==> run_1/clock_wires.png <==
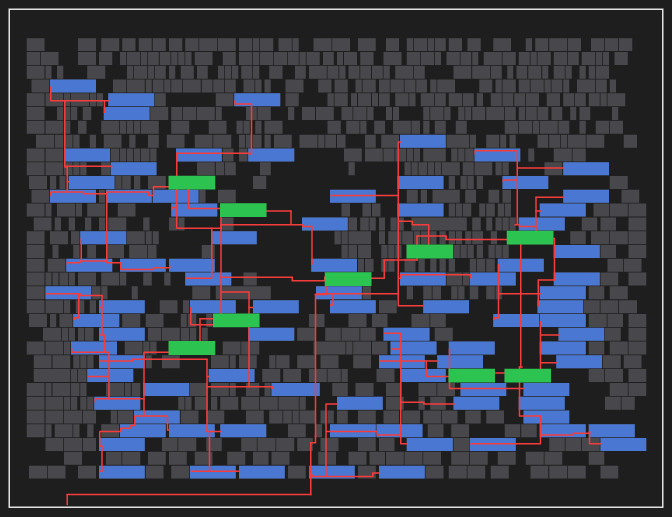
==> run_1/sizing.png <==
The bar under the picture is 50 um long.
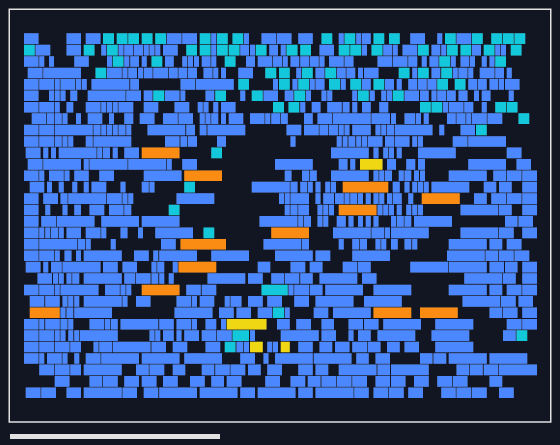
==> run_1/m4.png <==
The bar under the picture is 50 um long.
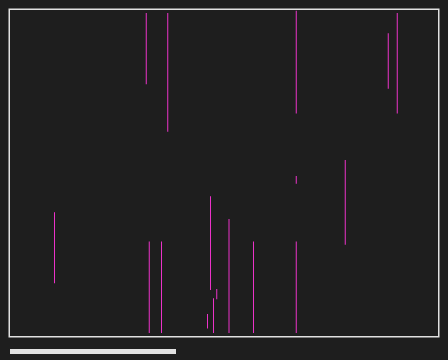
==> run_1/clock_nets.png <==
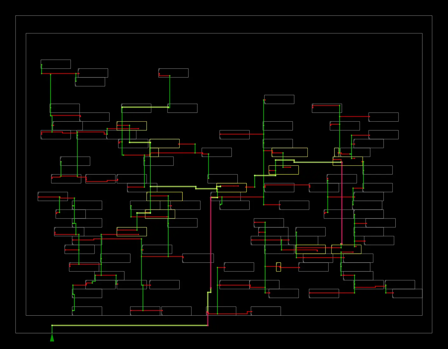
==> config.mk <==
export PLATFORM = sky130hd
export DESIGN_NAME = mem_arbiter_flat
export DESIGN_NICKNAME = d
export VERILOG_FILES = /design/src/rtl/mem_arbiter_if.sv /design/src/rtl/mem_arbiter.sv /design/src/flat_wrapper.sv
export SDC_FILE = /design/constraint.sdc
export NUM_CORES = 1
export LEC_CHECK = 0
export ABC_AREA = 1
export CAP_MARGIN = 20
export CORE_ASPECT_RATIO = 0.75
export CORE_MARGIN = 3
export CORE_UTILIZATION = 40
export DETAILED_ROUTE_END_ITERATION = 8
export GPL_ROUTABILITY_DRIVEN = 0
export MAX_ROUTING_LAYER = met4
export PLACE_DENSITY = 0.87
export SLEW_MARGIN = 20
export SYNTH_ARGS = -nofsm -noshare
export SYNTH_HDL_FRONTEND = slang
export SYNTH_SLANG_ARGS = --single-unit
==> constraint.sdc <==
create_clock -name clk -period 4.9 [get_ports clk]
set_input_delay 0.49 -clock clk [delete_from_list [all_inputs] [get_ports clk]]
set_output_delay 0.49 -clock clk [all_outputs]
set_load 0.1 [all_outputs]
==> run_results.csv, run 1 <==
group,metric,value,unit
run_status,status,"completed",
synth,syn_area,4509,sq um
synth,topCellsByArea,"dfrtp_1 (49%), nand2_1 (10%), nand4_1 (9.9%)",
route,met2_wirelength,8304,um
power,combinationalPower,4.13,mW
layout,drive_above_1_share,11.79,%
layout,lay_top_count,"clkdlybuf4s50_1",
placement,placed_cell_area,7251,sq um
placement,io_buffers,286,
worst_setup_path,critical_path_buf_inv_count,2,
final_timing,finalHoldViolations,0,
power,power.group.top,"combinational logic",
synth,syn_area_per_cell,8.351,sq um
power,internal_power,2.430,mW
worst_setup_path,worstRegToRegCells,8,
global_route,grt_antenna_before_repair,0,
clocking,postCtsSetupBuffers,0,
layout,seq_share,29.51,%
clocking,tritoncts,"built",
global_route,grt-ovfl-total,0,
placement,place.detailed.hpwl,12140,um
clocking,cts-resized-gates,0,
global_route,use_met2,42.90,%
layout,lay_top_cells,"clkdlybuf4s50_1 (217), nand2_1 (126), dfrtp_1 (88)",
clocking,cts_hold_buf,0,
global_route,met1_usage,32.33,%
layout,clk_share,3.977,%
global_route,first_global_vias,4917,
synth,edf_count,0,
layout,final.fill_count,777,
layout,nMultiInputCombCells,326,
worst_setup_path,cpPeakStageDelay,0.98,ns
die,die_x,128.6,um
global_route,grt_max_degree,80,
final_timing,fin_tns_setup,0,ns
worst_setup_path,crit_top_cell,"nand2_1",
global_route,grt_pass1_wl,25540,um
worst_setup_path,crit_chain,"ha_1 > nand2_1 > nor2_1 > nand3_1 > nand2_1 > inv_1 > clkdlybuf4s50_1",
layout,logic_area,1778,sq um
global_route,met3_usage,5.522,%
synth,async_flop_share,100.0,%
route,topRoutingLayerUsed,"met4",
worst_setup_path,reg2reg_slack,2.41,ns
power,power_frac_seq,20.6,%
layout,inv_count,83,
layout,final_nets,950,
synth,ys_sh_simple,26.86,%
route,drt_iter0_markers,290,
clocking,cts_buffer_depth,2,
power,finalPower,6.094,mW
die,coreArea,10650,sq um
layout,largest_class,"non-clock buffers",
final_timing,slew_viol_final,0,
synth,ys_sh_mux,0,%
route,dr.pass1.iters,5,
synth,fp_nets,687,
die,chipArea,12600,sq um
final_timing,min_period,3.156,ns
synth,ys_cells,540,
synth,ff_type,"dfrtp_1",
layout,comb_share,23.55,%
clocking,cts.reportedPaths.clkPinSlew,0.06,ns
clocking,htree_levels,3,
die,boundaryPins,287,
run,warnings,28,
synth,synthXorXnorAreaFrac,0.1942,%
synth,synth-seq-cells,89,
worst_setup_path,cp.depth,7,
Back to the opening pictures, clock_wires.png:
[clock-net drivers] green | count: 9
[clock wires] red | length: 1100 um
[flip-flops] blue | count: 89
routed clock nets: 10
Clock power frac: 11.6%
Clock net power: 0.709 mW
clock skew: 0.004906 ns

Back to the opening pictures, sizing.png:
[x3 and x4] cyan | cells: 79 | share: 9.8%
[x6 and larger] orange | cells: 12 | share: 1.5%
[x2] yellow | cells: 4 | share: 0.50%
[x1 and smaller] blue | cells: 711 | share: 88%
design area: 7551 sq um
area grow syn2layout: 67.45%
final setup margin: 1.744 ns

Back to the opening pictures, m4.png:
share of all routed wire: 2.3%
longest straight run: 35.4 um
main direction: vertical
drt total wl: 16150 um
vias post-DR: 4892

Back to the opening pictures, clock_nets.png:
total CTS buffers: 9
CTS Sinks: 89
Seq Cell Count: 89

==> run 1 -> run 2 <==
- CORE_UTILIZATION: 40 -> 33
- PLACE_DENSITY: 0.87 -> 0.77
- clock period: 4.9 -> 2.7 ns (I/O delays scaled with it)
==> run_2/clock_wires.png <==
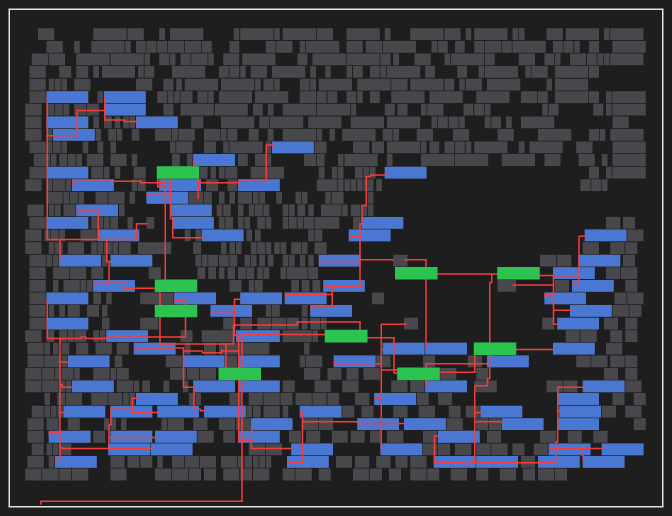
[flip-flops] blue | count: 89
[clock wires] red | length: 1110 um
[clock-net drivers] green | count: 9
routed clock nets: 10
clock skew: 0.006826 ns
Clock power frac: 11.7%
Clock net power: 1.29 mW
Latency at later pin: 0.34 ns

==> run_2/class_map.png <==
The bar under the picture is 50 um long.
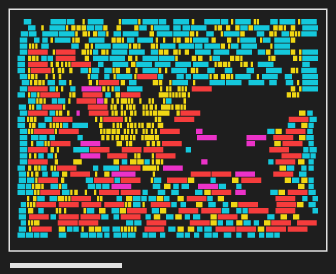
[clock drivers and dummy loads] magenta | cells: 16
[remaining buffers and delay cells] cyan | cells: 297
[registers] red | cells: 89
[remaining logic cells] yellow | cells: 409
Core Util, Final: 63.21%
row count: 36
Placeable Area: 13150 sq um
flop share of the area: 26.80%
design area: 8314 sq um

==> run_2/sizing.png <==
The bar under the picture is 50 um long.
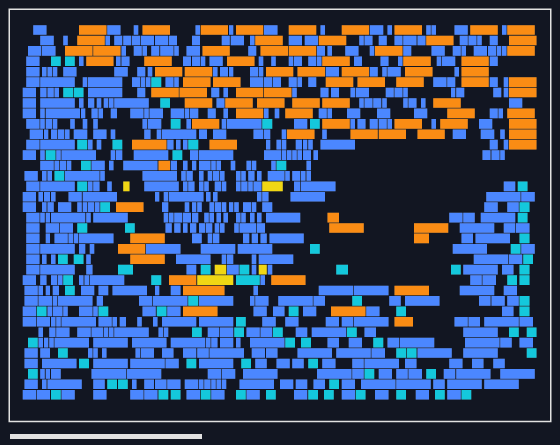
[x6 and larger] orange | cells: 85 | share: 10%
[x3 and x4] cyan | cells: 88 | share: 11%
[x2] yellow | cells: 5 | share: 0.62%
[x1 and smaller] blue | cells: 633 | share: 78%
area grow syn2layout: 84.38%
nonclk buf count: 297
final setup margin: 0.2402 ns

==> run_results.csv, run 2 <==
group,metric,value,unit
clocking,cts.sinks,89,
placement,io_buffers,286,
global_route,use_met2,33.27,%
die,boundaryPins,287,
synth,edf_count,0,
synth,fp_nets,687,
global_route,grt-ovfl-total,0,
clocking,cts.reportedPaths.clkPinSlew,0.06,ns
layout,final_nets,953,
global_route,met1_usage,27.04,%
global_route,met3_usage,5.261,%
layout,lay_top_count,"clkdlybuf4s50_1",
synth,synthXorXnorAreaFrac,0.1942,%
clocking,tritoncts,"built",
route,topRoutingLayerUsed,"met4",
run_status,status,"completed",
run,warnings,29,
layout,inv_count,83,
power,finalPower,11.05,mW
clocking,htree_levels,3,
layout,drive_above_1_share,21.95,%
layout,nMultiInputCombCells,326,
layout,logic_area,1778,sq um
die,die_x,141.0,um
worst_setup_path,critical_path_buf_inv_count,1,
layout,lay_top_cells,"clkdlybuf4s50_1 (141), nand2_1 (126), dfrtp_1 (88)",
synth,ys_sh_simple,26.86,%
final_timing,slew_viol_final,0,
placement,place.detailed.hpwl,11850,um
global_route,grt_antenna_before_repair,0,
route,met2_wirelength,7926,um
final_timing,fin_tns_setup,0,ns
global_route,first_global_vias,4610,
synth,syn_area,4509,sq um
synth,async_flop_share,100.0,%
power,power.group.top,"combinational logic",
synth,ff_type,"dfrtp_1",
Power figures rest on the tool's default switching activity, not on a simulated workload.
